Run 1, PDN straps and rails:
Pins as bars on the die edge. Tap cells in grey.
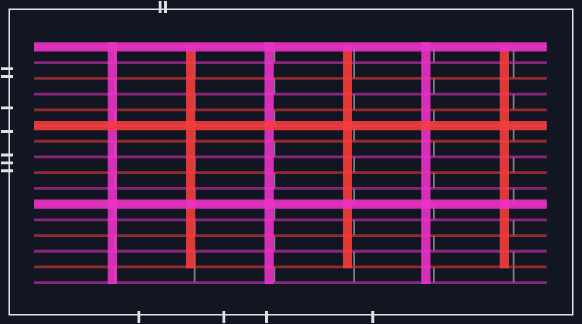
Run 1, register map, names as in the netlist:
Other sequential cells in the stronger grey, the rest of the logic in the fainter grey.
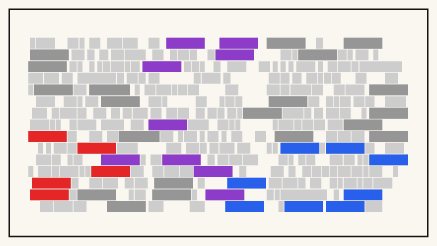
Run 1, clock distribution:
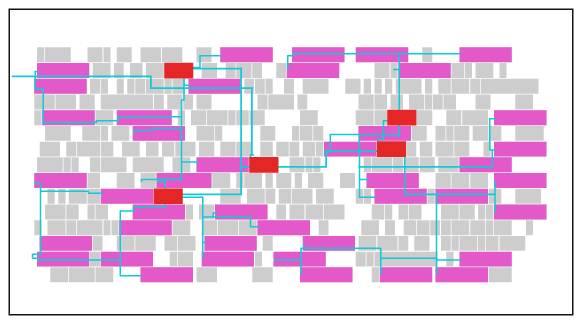
$ cat config.mk
export PLATFORM = sky130hd
export DESIGN_NAME = clock_edit_ctrl
export DESIGN_NICKNAME = d
export VERILOG_FILES = /design/src/rtl/clock_ctrl_pkg.sv /design/src/rtl/key_autorepeat.sv /design/src/rtl/clock_edit_ctrl.sv
export SDC_FILE = /design/constraint.sdc
export NUM_CORES = 1
export LEC_CHECK = 0
export ABC_AREA = 0
export CAP_MARGIN = 20
export CORE_ASPECT_RATIO = 0.5
export CORE_MARGIN = 4
export CORE_UTILIZATION = 62
export CTS_BUF_LIST = sky130_fd_sc_hd__clkbuf_8
export DETAILED_ROUTE_END_ITERATION = 10
export PLACE_DENSITY = 0.82
export SETUP_SLACK_MARGIN = 0.3
export SKIP_CTS_REPAIR_TIMING = 1
export SLEW_MARGIN = 10
export SYNTH_ARGS = -nofsm -noshare
export SYNTH_HDL_FRONTEND = slang
export SYNTH_SLANG_ARGS = --single-unit
$ cat constraint.sdc
create_clock -name clk -period 2.6 [get_ports clk]
set_input_delay 0.52 -clock clk [delete_from_list [all_inputs] [get_ports clk]]
set_output_delay 0.52 -clock clk [all_outputs]
set_load 0.01 [all_outputs]
$ cat src/rtl/clock_ctrl_pkg.sv
// Shared clock-edit types: FSM states and field-select codes.
// Imported by the edit controller and by timecounter users.
package clock_ctrl_pkg;

  typedef enum logic [1:0] {
    RUN,
    EDIT_HH,
    EDIT_MM,
    EDIT_SS
  } state_t;

  localparam logic [1:0] SEL_NONE = 2'b00;
  localparam logic [1:0] SEL_SS   = 2'b01;
  localparam logic [1:0] SEL_MM   = 2'b10;
  localparam logic [1:0] SEL_HH   = 2'b11;

  function automatic logic [1:0] sel_of(state_t s);
    sel_of = SEL_NONE;
    unique case (s)
      RUN:     sel_of = SEL_NONE;
      EDIT_HH: sel_of = SEL_HH;
      EDIT_MM: sel_of = SEL_MM;
      EDIT_SS: sel_of = SEL_SS;
    endcase
  endfunction

endpackage

$ cat src/rtl/key_autorepeat.sv
// One key: rising-edge pulse plus delay/rate auto-repeat.
// The other key's level blocks this one and clears its counter.
module key_autorepeat #(
  parameter int DELAY = 500,
  parameter int RATE  = 100
) (
  input  logic clk,
  input  logic rst,
  input  logic tick,
  input  logic key,
  input  logic other,
  input  logic en,
  input  logic hold_off,
  output logic pulse
);

  localparam int MX = (DELAY > RATE) ? DELAY : RATE;
  localparam int CW = $clog2(MX + 1);
  localparam logic [CW-1:0] DLY_M1 = CW'(DELAY - 1);
  localparam logic [CW-1:0] RAT_M1 = CW'(RATE - 1);
  localparam logic [CW-1:0] CMAX   = {CW{1'b1}};

  logic          key_q;
  logic          rep;
  logic [CW-1:0] cnt;
  logic          rise;
  logic          go;
  logic          fire;

  assign rise = key & ~key_q;
  assign go   = en & key & ~other;

  always_comb begin
    fire = 1'b0;
    if (go) begin
      if (rise)
        fire = 1'b1;
      else if (tick)
        fire = rep ? (cnt == RAT_M1)
                   : (cnt == DLY_M1);
    end
  end

  always_ff @(posedge clk or posedge rst) begin
    if (rst) begin
      key_q <= 1'b0;
      rep   <= 1'b0;
      cnt   <= '0;
      pulse <= 1'b0;
    end else begin
      key_q <= key;
      pulse <= fire & ~hold_off;
      if (!go || hold_off || rise) begin
        cnt <= '0;
        rep <= 1'b0;
      end else if (tick) begin
        if (fire) begin
          cnt <= '0;
          rep <= 1'b1;
        end else if (cnt != CMAX) begin
          cnt <= cnt + 1'b1;
        end
      end
    end
  end

endmodule

$ cat src/rtl/clock_edit_ctrl.sv
// Clock-setting controller: mode FSM, up/down keys with
// auto-repeat, inactivity timeout and field blinking.
module clock_edit_ctrl #(
  parameter int REPEAT_DELAY_MS = 500,
  parameter int REPEAT_RATE_MS  = 100,
  parameter int TIMEOUT_S       = 30,
  parameter int BLINK_MS        = 250
) (
  input  logic       clk,
  input  logic       rst,
  input  logic       tick1Hz,
  input  logic       tick1kHz,
  input  logic       btn_mode,
  input  logic       btn_up,
  input  logic       btn_dn,
  output logic       freeze,
  output logic [1:0] sel,
  output logic       inc,
  output logic       dec,
  output logic       blink_on
);

  import clock_ctrl_pkg::*;

  localparam int TW = $clog2(TIMEOUT_S + 1);
  localparam int BW = $clog2(BLINK_MS + 1);
  localparam logic [TW-1:0] TO_M1 = TW'(TIMEOUT_S - 1);
  localparam logic [BW-1:0] BL_M1 = BW'(BLINK_MS - 1);

  state_t        state;
  state_t        state_nx;
  logic          edit;
  logic          act;
  logic          tmo;
  logic          chg;
  logic [TW-1:0] to_cnt;
  logic [BW-1:0] bl_cnt;
  logic          bl_ph;

  assign edit = (state != RUN);
  assign act  = btn_mode | btn_up | btn_dn;
  assign tmo  = edit & tick1Hz & ~act
              & (to_cnt == TO_M1);

  always_comb begin
    state_nx = state;
    if (btn_mode) begin
      unique case (state)
        RUN:     state_nx = EDIT_HH;
        EDIT_HH: state_nx = EDIT_MM;
        EDIT_MM: state_nx = EDIT_SS;
        EDIT_SS: state_nx = RUN;
      endcase
    end else if (tmo) begin
      state_nx = RUN;
    end
  end

  assign chg = (state_nx != state);

  always_ff @(posedge clk or posedge rst) begin
    if (rst) state <= RUN;
    else     state <= state_nx;
  end

  always_ff @(posedge clk or posedge rst) begin
    if (rst) begin
      freeze <= 1'b0;
      sel    <= SEL_NONE;
    end else begin
      freeze <= (state_nx != RUN);
      sel    <= sel_of(state_nx);
    end
  end

  // held keys count as activity, so a hold never times out
  always_ff @(posedge clk or posedge rst) begin
    if (rst)
      to_cnt <= '0;
    else if (!edit || act || chg)
      to_cnt <= '0;
    else if (tick1Hz && to_cnt != TO_M1)
      to_cnt <= to_cnt + 1'b1;
  end

  always_ff @(posedge clk or posedge rst) begin
    if (rst) begin
      bl_cnt <= '0;
      bl_ph  <= 1'b1;
    end else if (!edit || chg) begin
      bl_cnt <= '0;
      bl_ph  <= 1'b1;
    end else if (tick1kHz) begin
      if (bl_cnt == BL_M1) begin
        bl_cnt <= '0;
        bl_ph  <= ~bl_ph;
      end else begin
        bl_cnt <= bl_cnt + 1'b1;
      end
    end
  end

  assign blink_on = ~edit | btn_up | btn_dn | bl_ph;

  key_autorepeat #(
    .DELAY (REPEAT_DELAY_MS),
    .RATE  (REPEAT_RATE_MS)
  ) u_up (
    .clk      (clk),
    .rst      (rst),
    .tick     (tick1kHz),
    .key      (btn_up),
    .other    (btn_dn),
    .en       (edit),
    .hold_off (chg),
    .pulse    (inc)
  );

  key_autorepeat #(
    .DELAY (REPEAT_DELAY_MS),
    .RATE  (REPEAT_RATE_MS)
  ) u_dn (
    .clk      (clk),
    .rst      (rst),
    .tick     (tick1kHz),
    .key      (btn_dn),
    .other    (btn_up),
    .en       (edit),
    .hold_off (chg),
    .pulse    (dec)
  );

endmodule

==> results.json, run 1 <==
{
  "status": "finished, final reports clean",
  "p_seq_share_pct": 40.8,
  "place_congestion": 0.870,
  "holdCritStartpoint": "btn_dn",
  "critical_path_required_ns": 2.08,
  "mux_share_pct": 1.67,
  "chipWidth_um": 97.3,
  "core.rowCount": 15,
  "top_cells_by_count": "41 x dfrtp_1, 22 x nand2_1, 19 x nor2_1",
  "cts_htree_levels": 2,
  "cts-buffers-inserted": 5,
  "max_freq_ghz": 0.447,
  "cts_buffer_depth": 2,
  "clk_share_pct": 3.86,
  "hold_viol": 0,
  "yosysCellCount": 257,
  "num_vias": 2076,
  "wl_met2_um": 2570,
  "fin_crit_sh_pct": 86.1,
  "p_sw_uw": 617,
  "crit_path_end": "blink_on",
  "maxCapViolCount": 0,
  "vias_per_cell": 6.23,
  "flops": 42,
  "grt_antenna_before_repair": 0,
  "yosysTopAreaCell": "dfrtp_1",
  "min_period_ns": 2.24,
  "crit_family": "buffers and inverters",
  "cp_cell_sequence": "inv_1, ha_4, nor2_4, nand2_1, clkdlybuf4s50_1",
  "drt_pass1_iterations": 4,
  "holdPathStages": 1,
  "ys_seq_share_pct": 42.6,
  "grt_pass1_wl_um": 9560,
  "buf_share_pct": 8.08,
  "taps": 51,
  "dominant-cell-class": "combinational gates",
  "drtIter0Drc": 110,
  "grt.busiest_layer": "met2",
  "setup_tns_ns": 0,
  "ys_types": 57,
  "portBuffers": 12,
  "postPlaceCellArea_mm2": 0.00271,
  "cts_tree": "done",
  "area_growth_pct": 15.3,
  "n_clock_buffer": 5,
  "grt-ovfl-total": 0,
  "logic_gate_count": 193,
  "compound_area_share_pct": 16.8,
  "slowest_stage": "clkdlybuf4s50_1",
  "relSlewSlack_pct": 66.0,
  "cp_max_fo": 8,
  "grt_use_total_pct": 23.5,
  "final_nets": 299,
  "hold_path_end": "u_dn.key_q$_DFF_PP0_",
  "top_layer": "met4",
  "drive_gt1_share_pct": 12.8,
  "stdcell_area_mm2": 0.00285,
  "drt-met1-wl_um": 2540,
  "yosysTopAreaCellShare_pct": 41.5,
  "ys_sh_simple_pct": 24.9,
  "comb_area_share_pct": 47.1,
  "cts.clk_slew.worst_paths_ns": 0.08,
  "startpoint_type": "flip-flop",
  "power_frac_comb_pct": 31.6,
  "holdWs_ns": 0.506,
  "placedCellCount": 325,
  "xor_share_pct": 4.61,
  "setup-violations-final": 0,
  "switching_share_pct": 33.1,
  "core-area_mm2": 0.00362,
  "worstRegToRegCells": 6,
  "arrival_ns": 1.72,
  "numSynthFlops": 42,
  "leakagePower_uw": 0.00116
}
Notes on 'PDN straps and rails' above:
Key: magenta = VSS; red = VDD
13 signal pins sit on the boundary. 3 straps on met5. 6 straps on met4. The core has 15 rows. 16 met1 rails follow the rows.

Notes on 'register map, names as in the netlist' above:
Key: red = `to_cnt` [sequential cells 5]; purple = `u_up.cnt` [sequential cells 9]; blue = `bl_cnt` [sequential cells 8, where bottom right]
Another 20 sequential cells are not coloured.
Seq group: 759 uW
final core occ: 78.7%
register area: 0.00105 mm^2
Seq area share: 37.0%

Notes on 'clock distribution' above:
Key: magenta = flip-flops [count 42]; cyan = clock wires [length 526 um]; red = clock-net drivers [count 5]
Position of the flops: widely spread.
clock group power: 515 uW
Final Skew: 0.00475 ns
clk_lat worst skew: 0.30 ns
clock power share: 27.6%

Run 1, cell classes on the final placement:
The bar under the picture is 20 um long.
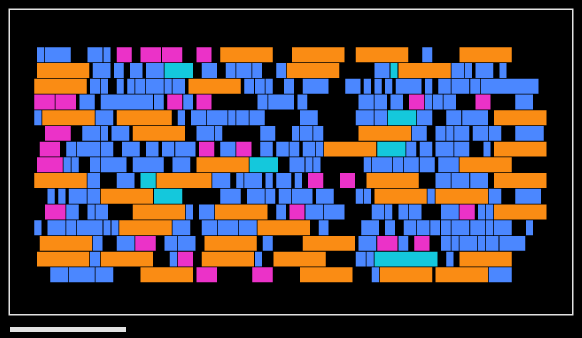

==> run 2, diff against run 1 <==
- CORE_UTILIZATION: 62 -> 65
- PLACE_DENSITY: 0.82 -> 0.85
- clock period: 2.6 -> 2.85 ns (I/O delays scaled with it)
Run 2, cell classes on the final placement:
The bar under the picture is 20 um long.
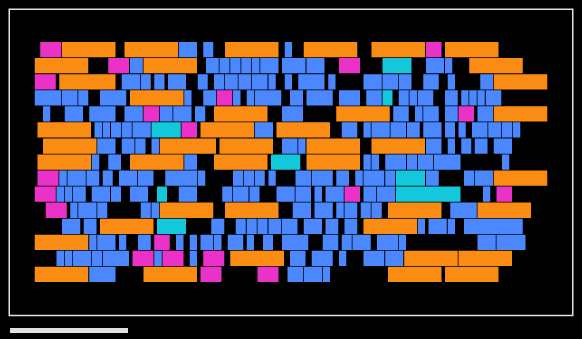
Key: blue = remaining logic cells [cells 206, share of their area 51%]; orange = registers [cells 42, share of their area 39%]; magenta = remaining buffers and delay cells [cells 20, share of their area 6.6%]; cyan = clock drivers and dummy loads [cells 8, share of their area 4.0%]

==> run 2 against run 1 <==
Synthesized cell count unchanged. Non-clock buffer count decreased by 6. Combinational power decreased by 19%. Die area decreased by 4.1%. Global-route usage increased by 0.59 points. Largest power group unchanged.
==> results.json, run 2 <==
{
  "yosysTopAreaCellShare_pct": 41.5,
  "dp_hpwl_um": 3650,
  "comb_area_mm2": 0.00132,
  "core.rowCount": 15,
  "ys_sh_simple_pct": 24.9,
  "drt_pass1_iterations": 5,
  "flops": 42,
  "maxCapViolCount": 0,
  "num_vias": 2034,
  "drt-met1-wl_um": 2440,
  "logic_gate_count": 193,
  "place_congestion": 0.941,
  "cts_htree_levels": 2,
  "placedCellCount": 318,
  "clk_latency_ns": 0.30,
  "yosysTopAreaCell": "dfrtp_1",
  "ys_seq_share_pct": 42.6,
  "die-area_mm2": 0.00491,
  "stdcell_area_mm2": 0.00278,
  "buf_share_pct": 6.48,
  "dominant-cell-class": "combinational gates",
  "cts-buffers-inserted": 5,
  "holdPathStages": 2,
  "rrSetupSlack_ns": 0.69,
  "ys_types": 57,
  "powerSeq_uw": 692,
  "relSlewSlack_pct": 53.6,
  "cts_tree": "done",
  "leakagePower_uw": 0.00112,
  "yosysCellCount": 257,
  "numSynthFlops": 42,
  "hold_path_end": "u_dn.rep$_DFFE_PP0P_",
  "fin_util_pct": 78.3,
  "holdWs_ns": 0.537,
  "comb_area_share_pct": 47.6,
  "grt_pass1_wl_um": 9110,
  "cp_max_fo": 9,
  "area_growth_pct": 12.5,
  "chipWidth_um": 95.2,
  "reg_top3": "u_dn.cnt x9, u_up.cnt x9, bl_cnt x8",
  "grt_antenna_before_repair": 0,
  "p_sw_uw": 535,
  "taps": 51,
  "postPlaceCellArea_mm2": 0.00266,
  "p_seq_share_pct": 42.2,
  "cts.clk_slew.worst_paths_ns": 0.08,
  "cts_buffer_depth": 2,
  "grt_use_total_pct": 24.1,
  "cp_cell_sequence": "clkdlybuf4s50_1, nor2_1, nand2_1, clkdlybuf4s50_1",
  "mux_share_pct": 1.67,
  "timing.rr.start": "state[0]$_DFF_PP0_",
  "vias_per_cell": 6.22,
  "min_period_ns": 2.46,
  "n_clock_buffer": 5,
  "compound_area_share_pct": 16.8,
  "seq_area_mm2": 0.00105,
  "top_cells_by_count": "41 x dfrtp_1, 22 x nand2_1, 19 x nor2_1",
  "crit_path_end": "blink_on",
  "setup-violations-final": 0,
  "arrival_ns": 1.89,
  "setup_tns_ns": 0,
  "startpoint_type": "input pin",
  "power_frac_comb_pct": 29.2,
  "grt-ovfl-total": 0,
  "hold_viol": 0,
  "grt.busiest_layer": "met2",
  "routed_wl_um": 5240,
  "top_layer": "met4",
  "worstRegToRegCells": 7,
  "core-area_mm2": 0.00355,
  "status": "finished, final reports clean",
  "switching_share_pct": 32.6,
  "wl_met2_um": 2450,
  "final_nets": 293,
  "drive_gt1_share_pct": 10.1,
  "critical_path_required_ns": 2.28,
  "xor_share_pct": 4.61,
  "seq_share_pct": 37.9,
  "crit_family": "buffers and inverters",
  "max_freq_ghz": 0.406,
  "slowest_stage": "clkdlybuf4s50_1",
  "portBuffers": 12,
  "holdCritStartpoint": "u_dn.rep$_DFFE_PP0P_",
  "drtIter0Drc": 119,
  "clk_share_pct": 3.92,
  "fin_crit_sh_pct": 86.3,
  "grt_use_met3_pct": 6.65
}
Run 2, clock distribution:
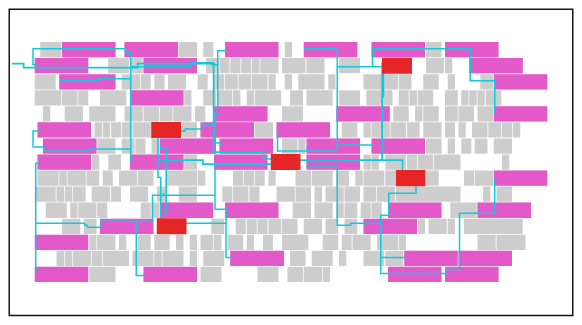
Final Skew: 0.00437 ns
clock group power: 469 uW
clock power share: 28.6%

Run 2, register map, names as in the netlist:
Other sequential cells in the stronger grey, the rest of the logic in the fainter grey.
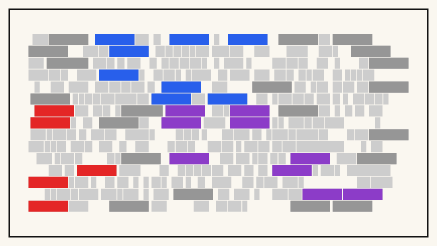

==> run 3, diff against run 2 <==
- CTS_CLUSTER_SIZE: default -> 24
- clock period: 2.85 -> 2.9 ns (I/O delays scaled with it)
Run 3, register map, names as in the netlist:
Other sequential cells in the stronger grey, the rest of the logic in the fainter grey.
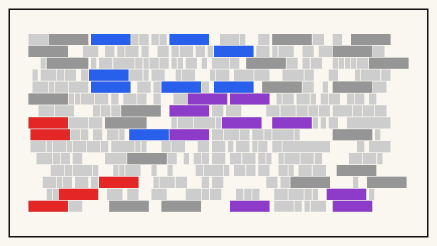
Key: blue = `bl_cnt` [sequential cells 8]; red = `to_cnt` [sequential cells 5, where bottom left]; purple = `u_up.cnt` [sequential cells 9]

Run 3, PDN straps and rails:
Pins as bars on the die edge. Tap cells in grey.
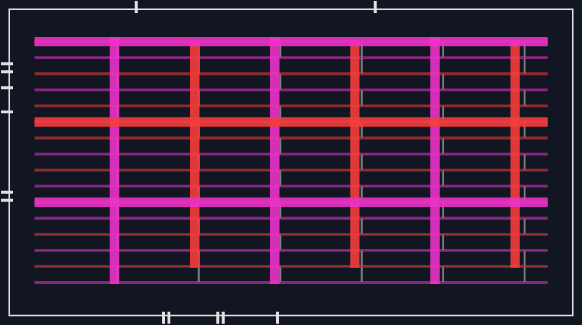
VDD IR-drop max: 0.554 mV
Die Span X: 95.2 um

==> run 3 against run 2 <==
Clock-buffer cell count is the same. Final area decreased by 0.90%. Largest cell class unchanged. Power is 3.7% lower. Highest routed layer unchanged.
==> results.json, run 3 <==
{
  "status": "finished, final reports clean",
  "switching_share_pct": 32.8,
  "portBuffers": 12,
  "drt_pass1_iterations": 4,
  "numSynthFlops": 42,
  "reg_top3": "u_dn.cnt x9, u_up.cnt x9, bl_cnt x8",
  "crit_family": "buffers and inverters",
  "slowest_stage": "clkdlybuf4s50_1",
  "power_frac_comb_pct": 28.2,
  "maxCapViolCount": 0,
  "wl_met2_um": 2410,
  "vias_per_cell": 6.25,
  "ys_types": 57,
  "p_clk_uw": 456,
  "yosysCellCount": 257,
  "fin_crit_sh_pct": 85.0,
  "mux_share_pct": 1.67,
  "worstRegToRegCells": 8,
  "place_congestion": 0.971,
  "placedCellCount": 316,
  "die-area_mm2": 0.00491,
  "cts_htree_levels": 2,
  "postPlaceCellArea_mm2": 0.00265,
  "grt.busiest_layer": "met2",
  "drt-met1-wl_um": 2490,
  "cts.clk_slew.worst_paths_ns": 0.08,
  "n_clock_buffer": 5,
  "comb_area_share_pct": 48.1,
  "arrival_ns": 1.89,
  "startpoint_type": "input pin",
  "cts_tree": "done",
  "taps": 51,
  "p_seq_share_pct": 42.9,
  "final_nets": 290,
  "p_sw_uw": 519,
  "setup-violations-final": 0,
  "grt_pass1_wl_um": 9080,
  "seq_share_pct": 38.3,
  "ys_seq_share_pct": 42.6,
  "dp_hpwl_um": 3610,
  "grt_antenna_before_repair": 0,
  "clk_latency_ns": 0.29,
  "clk_share_pct": 3.86,
  "xor_share_pct": 4.61,
  "grt_use_met3_pct": 5.49,
  "logic_gate_count": 193,
  "powerSeq_uw": 678,
  "seq_area_mm2": 0.00105,
  "max_freq_ghz": 0.406,
  "grt_use_total_pct": 24.0,
  "crit_path_end": "blink_on",
  "num_vias": 2025,
  "flops": 42,
  "clock_power_share_pct": 28.9,
  "relSlewSlack_pct": 56.8,
  "comb_area_mm2": 0.00132,
  "hold_path_end": "u_up.rep$_DFFE_PP0P_",
  "core.rowCount": 15,
  "stdcell_area_mm2": 0.00275,
  "cp_cell_sequence": "clkdlybuf4s50_1, nor2_1, nand2_1, clkdlybuf4s50_1",
  "fin_util_pct": 77.6,
  "leakagePower_uw": 0.00111,
  "core-area_mm2": 0.00355,
  "critical_path_required_ns": 2.32,
  "timing.rr.start": "u_dn.cnt[0]$_DFFE_PP0P_",
  "routed_wl_um": 5220,
  "top_layer": "met4",
  "holdWs_ns": 0.543,
  "drive_gt1_share_pct": 8.42,
  "top_cells_by_count": "41 x dfrtp_1, 22 x nand2_1, 19 x nor2_1",
  "holdPathStages": 1,
  "ys_sh_simple_pct": 24.9,
  "cts_buffer_depth": 2,
  "compound_area_share_pct": 16.8
}
No activity file was given, so power comes from the tool's default toggle rates.
